### config.mk
export PLATFORM = sky130hd
export DESIGN_NAME = game_sequencer_flat
export DESIGN_NICKNAME = d
export VERILOG_FILES = /design/src/rtl/game_sequencer_if.sv /design/src/rtl/game_sequencer.sv /design/src/flat_wrapper.sv
export SDC_FILE = /design/constraint.sdc
export NUM_CORES = 1
export LEC_CHECK = 0
export ABC_AREA = 1
export CORE_AREA = 4 4 57 59
export CTS_BUF_LIST = sky130_fd_sc_hd__clkbuf_8
export DETAILED_ROUTE_END_ITERATION = 16
export DIE_AREA = 0 0 61 63
export GPL_TIMING_DRIVEN = 0
export MAX_ROUTING_LAYER = met4
export PLACE_DENSITY = 0.81
export SLEW_MARGIN = 20
export SYNTH_ARGS = -nofsm -noshare
export SYNTH_HDL_FRONTEND = slang
export SYNTH_SLANG_ARGS = --single-unit
### constraint.sdc
create_clock -name clk -period 2.9 [get_ports clk]
set_clock_uncertainty 0.15 [all_clocks]
set_input_delay 0.87 -clock clk [delete_from_list [all_inputs] [get_ports clk]]
set_output_delay 0.87 -clock clk [all_outputs]
set_load 0.01 [all_outputs]
### src/rtl/game_sequencer_if.sv
// game_sequencer_if: tick, button, sub-unit handshake and status
// signals between the game sequencer and the rest of the game.
interface game_sequencer_if;
  logic       i_tick;
  logic       o_tick_done;
  logic       i_vblank;
  logic       i_up;
  logic       i_down;
  logic       i_left;
  logic       i_right;
  logic       i_restart;
  logic [1:0] o_dir;
  logic       o_move_start;
  logic       i_move_done;
  logic       i_collision;
  logic       i_ate;
  logic       o_grow_start;
  logic       i_grow_done;
  logic       o_food_start;
  logic       i_food_done;
  logic       o_clear_start;
  logic       i_clear_done;
  logic       o_mem_grant;
  logic       o_game_over;
  logic       o_overrun;
  logic       o_fault;

  modport master (
    input  i_tick, i_vblank,
    input  i_up, i_down, i_left, i_right,
    input  i_restart,
    input  i_move_done, i_collision, i_ate,
    input  i_grow_done, i_food_done,
    input  i_clear_done,
    output o_tick_done, o_dir,
    output o_move_start, o_grow_start,
    output o_food_start, o_clear_start,
    output o_mem_grant, o_game_over,
    output o_overrun, o_fault
  );

  modport slave (
    output i_tick, i_vblank,
    output i_up, i_down, i_left, i_right,
    output i_restart,
    output i_move_done, i_collision, i_ate,
    output i_grow_done, i_food_done,
    output i_clear_done,
    input  o_tick_done, o_dir,
    input  o_move_start, o_grow_start,
    input  o_food_start, o_clear_start,
    input  o_mem_grant, o_game_over,
    input  o_overrun, o_fault
  );
endinterface

### src/rtl/game_sequencer.sv
// game_sequencer: per-tick snake update controller (clear, move,
// grow, food phases), direction latch, restart and game-over.
module game_sequencer #(
  parameter int TIMEOUT_CYCLES = 255,
  parameter int TO_W           = 8
) (
  input logic              clk,
  input logic              rst_n,
  game_sequencer_if.master bus
);

  typedef enum logic [2:0] {
    CLEAR_REQ,
    CLEAR_WAIT,
    IDLE,
    MOVE_WAIT,
    GROW_WAIT,
    FOOD_WAIT,
    DONE,
    GAME_OVER
  } state_t;

  state_t          state;
  logic [1:0]      pend;
  logic [TO_W-1:0] to_cnt;
  logic            restart_q;

  logic       any_dir;
  logic [1:0] cand;
  logic       restart_ok;
  logic       start_move;
  logic [1:0] ref_dir;
  logic       accept;
  logic       to_hit;
  logic       in_wait;

  assign any_dir = bus.i_up | bus.i_down |
                   bus.i_left | bus.i_right;

  always_comb begin
    cand = 2'd0;
    priority case (1'b1)
      bus.i_up:    cand = 2'd3;
      bus.i_down:  cand = 2'd1;
      bus.i_left:  cand = 2'd2;
      default:     cand = 2'd0;
    endcase
  end

  // Restart with a direction held is a config gesture, not a restart.
  assign restart_ok = bus.i_restart & ~restart_q & ~any_dir;

  assign start_move = (state == IDLE) & ~restart_ok &
                      bus.i_tick & bus.i_vblank;

  // On the commit cycle, judge reversal against the direction
  // being committed so a reversal cannot sneak into pending.
  assign ref_dir = start_move ? pend : bus.o_dir;
  assign accept  = any_dir & (cand != (ref_dir ^ 2'd2));

  assign to_hit  = to_cnt == TO_W'(TIMEOUT_CYCLES - 1);
  assign in_wait = (state == CLEAR_WAIT) | (state == MOVE_WAIT) |
                   (state == GROW_WAIT)  | (state == FOOD_WAIT);

  always_ff @(posedge clk) begin
    if (!rst_n) begin
      state             <= CLEAR_REQ;
      pend              <= 2'd0;
      to_cnt            <= '0;
      restart_q         <= 1'b0;
      bus.o_dir         <= 2'd0;
      bus.o_tick_done   <= 1'b0;
      bus.o_move_start  <= 1'b0;
      bus.o_grow_start  <= 1'b0;
      bus.o_food_start  <= 1'b0;
      bus.o_clear_start <= 1'b0;
      bus.o_mem_grant   <= 1'b0;
      bus.o_game_over   <= 1'b0;
      bus.o_overrun     <= 1'b0;
      bus.o_fault       <= 1'b0;
    end else begin
      bus.o_move_start  <= 1'b0;
      bus.o_grow_start  <= 1'b0;
      bus.o_food_start  <= 1'b0;
      bus.o_clear_start <= 1'b0;
      restart_q         <= bus.i_restart;

      if (accept)
        pend <= cand;
      if (bus.o_mem_grant && !bus.i_vblank)
        bus.o_overrun <= 1'b1;
      if (in_wait)
        to_cnt <= to_cnt + 1'b1;

      unique case (state)
        CLEAR_REQ: begin
          bus.o_clear_start <= 1'b1;
          bus.o_mem_grant   <= 1'b1;
          to_cnt            <= '0;
          state             <= CLEAR_WAIT;
        end
        CLEAR_WAIT: begin
          if (bus.i_clear_done) begin
            bus.o_mem_grant <= 1'b0;
            bus.o_dir       <= 2'd0;
            pend            <= 2'd0;
            bus.o_fault     <= 1'b0;
            bus.o_overrun   <= 1'b0;
            state           <= IDLE;
          end else if (to_hit) begin
            bus.o_mem_grant <= 1'b0;
            bus.o_fault     <= 1'b1;
            state           <= IDLE;
          end
        end
        IDLE: begin
          if (restart_ok) begin
            state <= CLEAR_REQ;
          end else if (start_move) begin
            bus.o_dir        <= pend;
            bus.o_move_start <= 1'b1;
            bus.o_mem_grant  <= 1'b1;
            to_cnt           <= '0;
            state            <= MOVE_WAIT;
          end
        end
        MOVE_WAIT: begin
          if (bus.i_move_done) begin
            if (bus.i_collision) begin
              bus.o_mem_grant <= 1'b0;
              bus.o_game_over <= 1'b1;
              state           <= GAME_OVER;
            end else if (bus.i_ate) begin
              bus.o_grow_start <= 1'b1;
              to_cnt           <= '0;
              state            <= GROW_WAIT;
            end else begin
              bus.o_mem_grant <= 1'b0;
              bus.o_tick_done <= 1'b1;
              state           <= DONE;
            end
          end else if (to_hit) begin
            bus.o_mem_grant <= 1'b0;
            bus.o_fault     <= 1'b1;
            bus.o_game_over <= 1'b1;
            state           <= GAME_OVER;
          end
        end
        GROW_WAIT: begin
          if (bus.i_grow_done) begin
            bus.o_food_start <= 1'b1;
            to_cnt           <= '0;
            state            <= FOOD_WAIT;
          end else if (to_hit) begin
            bus.o_mem_grant <= 1'b0;
            bus.o_fault     <= 1'b1;
            bus.o_game_over <= 1'b1;
            state           <= GAME_OVER;
          end
        end
        FOOD_WAIT: begin
          if (bus.i_food_done) begin
            bus.o_mem_grant <= 1'b0;
            bus.o_tick_done <= 1'b1;
            state           <= DONE;
          end else if (to_hit) begin
            bus.o_mem_grant <= 1'b0;
            bus.o_fault     <= 1'b1;
            bus.o_game_over <= 1'b1;
            state           <= GAME_OVER;
          end
        end
        DONE: begin
          if (!bus.i_tick) begin
            bus.o_tick_done <= 1'b0;
            state           <= IDLE;
          end
        end
        GAME_OVER: begin
          // Ticks are acked without action so the generator never stalls.
          bus.o_tick_done <= bus.i_tick;
          if (restart_ok) begin
            bus.o_tick_done <= 1'b0;
            bus.o_game_over <= 1'b0;
            state           <= CLEAR_REQ;
          end
        end
        default: state <= CLEAR_REQ;
      endcase
    end
  end

endmodule

### src/flat_wrapper.sv
// flat-port wrapper written by rule: the top's interface ports become plain ports
module game_sequencer_flat 
#(
  parameter int TIMEOUT_CYCLES = 255,
  parameter int TO_W           = 8
)
  (clk, rst_n, bus_i_tick, bus_i_vblank, bus_i_up, bus_i_down, bus_i_left, bus_i_right, bus_i_restart, bus_i_move_done, bus_i_collision, bus_i_ate, bus_i_grow_done, bus_i_food_done, bus_i_clear_done, bus_o_tick_done, bus_o_dir, bus_o_move_start, bus_o_grow_start, bus_o_food_start, bus_o_clear_start, bus_o_mem_grant, bus_o_game_over, bus_o_overrun, bus_o_fault);
  game_sequencer_if bus_i ();
  input logic clk;
  input logic rst_n;
  input wire logic [$bits(bus_i.i_tick)-1:0] bus_i_tick;
  input wire logic [$bits(bus_i.i_vblank)-1:0] bus_i_vblank;
  input wire logic [$bits(bus_i.i_up)-1:0] bus_i_up;
  input wire logic [$bits(bus_i.i_down)-1:0] bus_i_down;
  input wire logic [$bits(bus_i.i_left)-1:0] bus_i_left;
  input wire logic [$bits(bus_i.i_right)-1:0] bus_i_right;
  input wire logic [$bits(bus_i.i_restart)-1:0] bus_i_restart;
  input wire logic [$bits(bus_i.i_move_done)-1:0] bus_i_move_done;
  input wire logic [$bits(bus_i.i_collision)-1:0] bus_i_collision;
  input wire logic [$bits(bus_i.i_ate)-1:0] bus_i_ate;
  input wire logic [$bits(bus_i.i_grow_done)-1:0] bus_i_grow_done;
  input wire logic [$bits(bus_i.i_food_done)-1:0] bus_i_food_done;
  input wire logic [$bits(bus_i.i_clear_done)-1:0] bus_i_clear_done;
  output wire logic [$bits(bus_i.o_tick_done)-1:0] bus_o_tick_done;
  output wire logic [$bits(bus_i.o_dir)-1:0] bus_o_dir;
  output wire logic [$bits(bus_i.o_move_start)-1:0] bus_o_move_start;
  output wire logic [$bits(bus_i.o_grow_start)-1:0] bus_o_grow_start;
  output wire logic [$bits(bus_i.o_food_start)-1:0] bus_o_food_start;
  output wire logic [$bits(bus_i.o_clear_start)-1:0] bus_o_clear_start;
  output wire logic [$bits(bus_i.o_mem_grant)-1:0] bus_o_mem_grant;
  output wire logic [$bits(bus_i.o_game_over)-1:0] bus_o_game_over;
  output wire logic [$bits(bus_i.o_overrun)-1:0] bus_o_overrun;
  output wire logic [$bits(bus_i.o_fault)-1:0] bus_o_fault;
  assign bus_i.i_tick = bus_i_tick;
  assign bus_i.i_vblank = bus_i_vblank;
  assign bus_i.i_up = bus_i_up;
  assign bus_i.i_down = bus_i_down;
  assign bus_i.i_left = bus_i_left;
  assign bus_i.i_right = bus_i_right;
  assign bus_i.i_restart = bus_i_restart;
  assign bus_i.i_move_done = bus_i_move_done;
  assign bus_i.i_collision = bus_i_collision;
  assign bus_i.i_ate = bus_i_ate;
  assign bus_i.i_grow_done = bus_i_grow_done;
  assign bus_i.i_food_done = bus_i_food_done;
  assign bus_i.i_clear_done = bus_i_clear_done;
  assign bus_o_tick_done = bus_i.o_tick_done;
  assign bus_o_dir = bus_i.o_dir;
  assign bus_o_move_start = bus_i.o_move_start;
  assign bus_o_grow_start = bus_i.o_grow_start;
  assign bus_o_food_start = bus_i.o_food_start;
  assign bus_o_clear_start = bus_i.o_clear_start;
  assign bus_o_mem_grant = bus_i.o_mem_grant;
  assign bus_o_game_over = bus_i.o_game_over;
  assign bus_o_overrun = bus_i.o_overrun;
  assign bus_o_fault = bus_i.o_fault;
  game_sequencer #(.TIMEOUT_CYCLES(TIMEOUT_CYCLES), .TO_W(TO_W)) u_core (.clk(clk), .rst_n(rst_n), .bus(bus_i));
endmodule
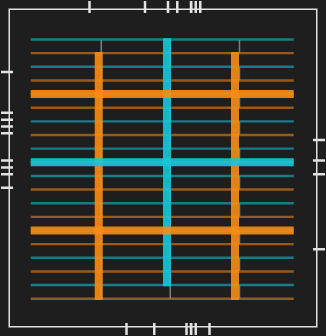
(power grid)
Pins as bars on the die edge. Tap cells in grey.
colour	net
orange	VSS
cyan	VDD
tap cells	31
met1 rails	20

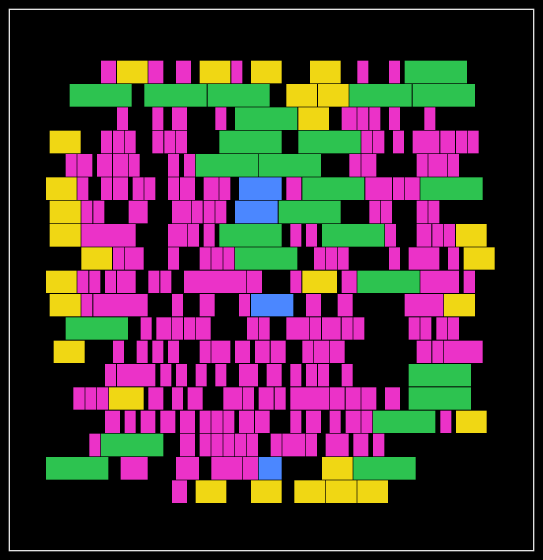
(cell classes on the final placement)
colour	class	cells	share of their area
green	registers	25	28%
yellow	remaining buffers and delay cells	27	15%
blue	clock drivers and dummy loads	4	2.7%
magenta	remaining logic cells	198	54%

==> flow_summary.json <==
{
  "grt_max_degree": 16,
  "intPower_uw": 717.3,
  "synth_nets": 242,
  "outcome": "completed",
  "fp.dieH_um": 63,
  "wl_met3_um": 178,
  "via_per_inst": 5.256,
  "combinationalPower_uw": 581,
  "port_buffers": 25,
  "power_leader": "combinational cells",
  "max_slew_margin_pct": 78.60,
  "finalSetupViolations": 0,
  "pwr-share-comb_pct": 47.3,
  "ant_nets": 0,
  "setup.worst_path.start": "bus_i_up",
  "crit_chain": "clkdlybuf4s50_1 -> nor2_1 -> nand3_4 -> nand2_1 -> inv_1 -> nor2_1 -> nand4_1 -> nor2_1 -> nor2_1",
  "clk-power_uw": 206,
  "drtIter0Drc": 80,
  "power-per-cell-area_nw_per_um2": 673.9,
  "largest_register": "u_core.to_cnt",
  "n_antenna_cell": 0,
  "crit_end": "u_core.state[0]",
  "inverters": 38,
  "dr.max_layer_used": "met4",
  "htreeDepth": 1,
  "grt_use_met2_pct": 31.42,
  "cts_buffer_depth": 2,
  "worstPathRequired_ps": 2920,
  "crit_cells": 9,
  "crit_type": "in2reg",
  "final-comb-area_um2": 812.0,
  "powerSeq_uw": 440,
  "ff_count": 25,
  "ff_type": "dfxtp_1",
  "ys_chip_area_um2": 1483,
  "rr_startpoint": "u_core.state[0]",
  "grt_pass1_vias": 1387,
  "fa_ha_area_share_pct": 1.688,
  "simple_gate_share_pct": 38.65,
  "yosysMostFrequentCell": "nand2_1",
  "critical-path-top-delay-family": "simple AND/OR/NAND/NOR gates",
  "insertion_delay_ps": 270,
  "worst_slack_ps": 540.3,
  "die_x_um": 61,
  "yosys.area.top_type_share_pct": 33.76,
  "synth.cellmix.xorXnorShare_pct": 1.181,
  "clock_area_share_pct": 2.680,
  "dpl.hpwl_mm": 2.709,
  "seq_area_frac_synth_pct": 33.76,
  "cts_setup_buffers": 0,
  "cp_max_fo": 8,
  "taps": 31,
  "ff2ff_path_depth": 11,
  "synthesis.area_um2": 1483,
  "holdPathEnd": "u_core.bus.o_game_over",
  "power.switching_uw": 509.6,
  "antenna_found_initial": 0,
  "dr_wl_met2_mm": 1.629,
  "cts_buffers": 3,
  "cts_root_buffer": "clkbuf_8",
  "timing.final.crit_share_pct": 81.37,
  "top_logic_kind": "simple AND/OR/NAND/NOR gates",
  "nets": 272,
  "min_period_ps": 2360,
  "via_count": 1498,
  "hold_slack_ps": 303.1,
  "numClockSinks": 25,
  "fp_util_pct": 54.71,
  "synth_flops": 25,
  "buf_share_pct": 14.98,
  "place_congestion": 0.9448,
  "r2r_slack_ps": 1070,
  "edf_count": 0,
  "power.share.clock_pct": 16.8,
  "worstSetupStartpointType": "input port",
  "warnings": 27,
  "hold_depth": 2,
  "tightestPinTransition_ps": 319.8,
  "grtUsageMet1_pct": 25.00,
  "nNonClkBuffers": 27,
  "seq-cell-share_pct": 27.49,
  "critical_path.max_stage_delay_ps": 410,
  "swShare_pct": 41.53,
  "yosys-stat-cells": 225,
  "overflow": 0,
  "place_inst": 281,
  "layout_top_cell": "nand2_1"
}
Power is estimated from default activity; no workload was simulated.
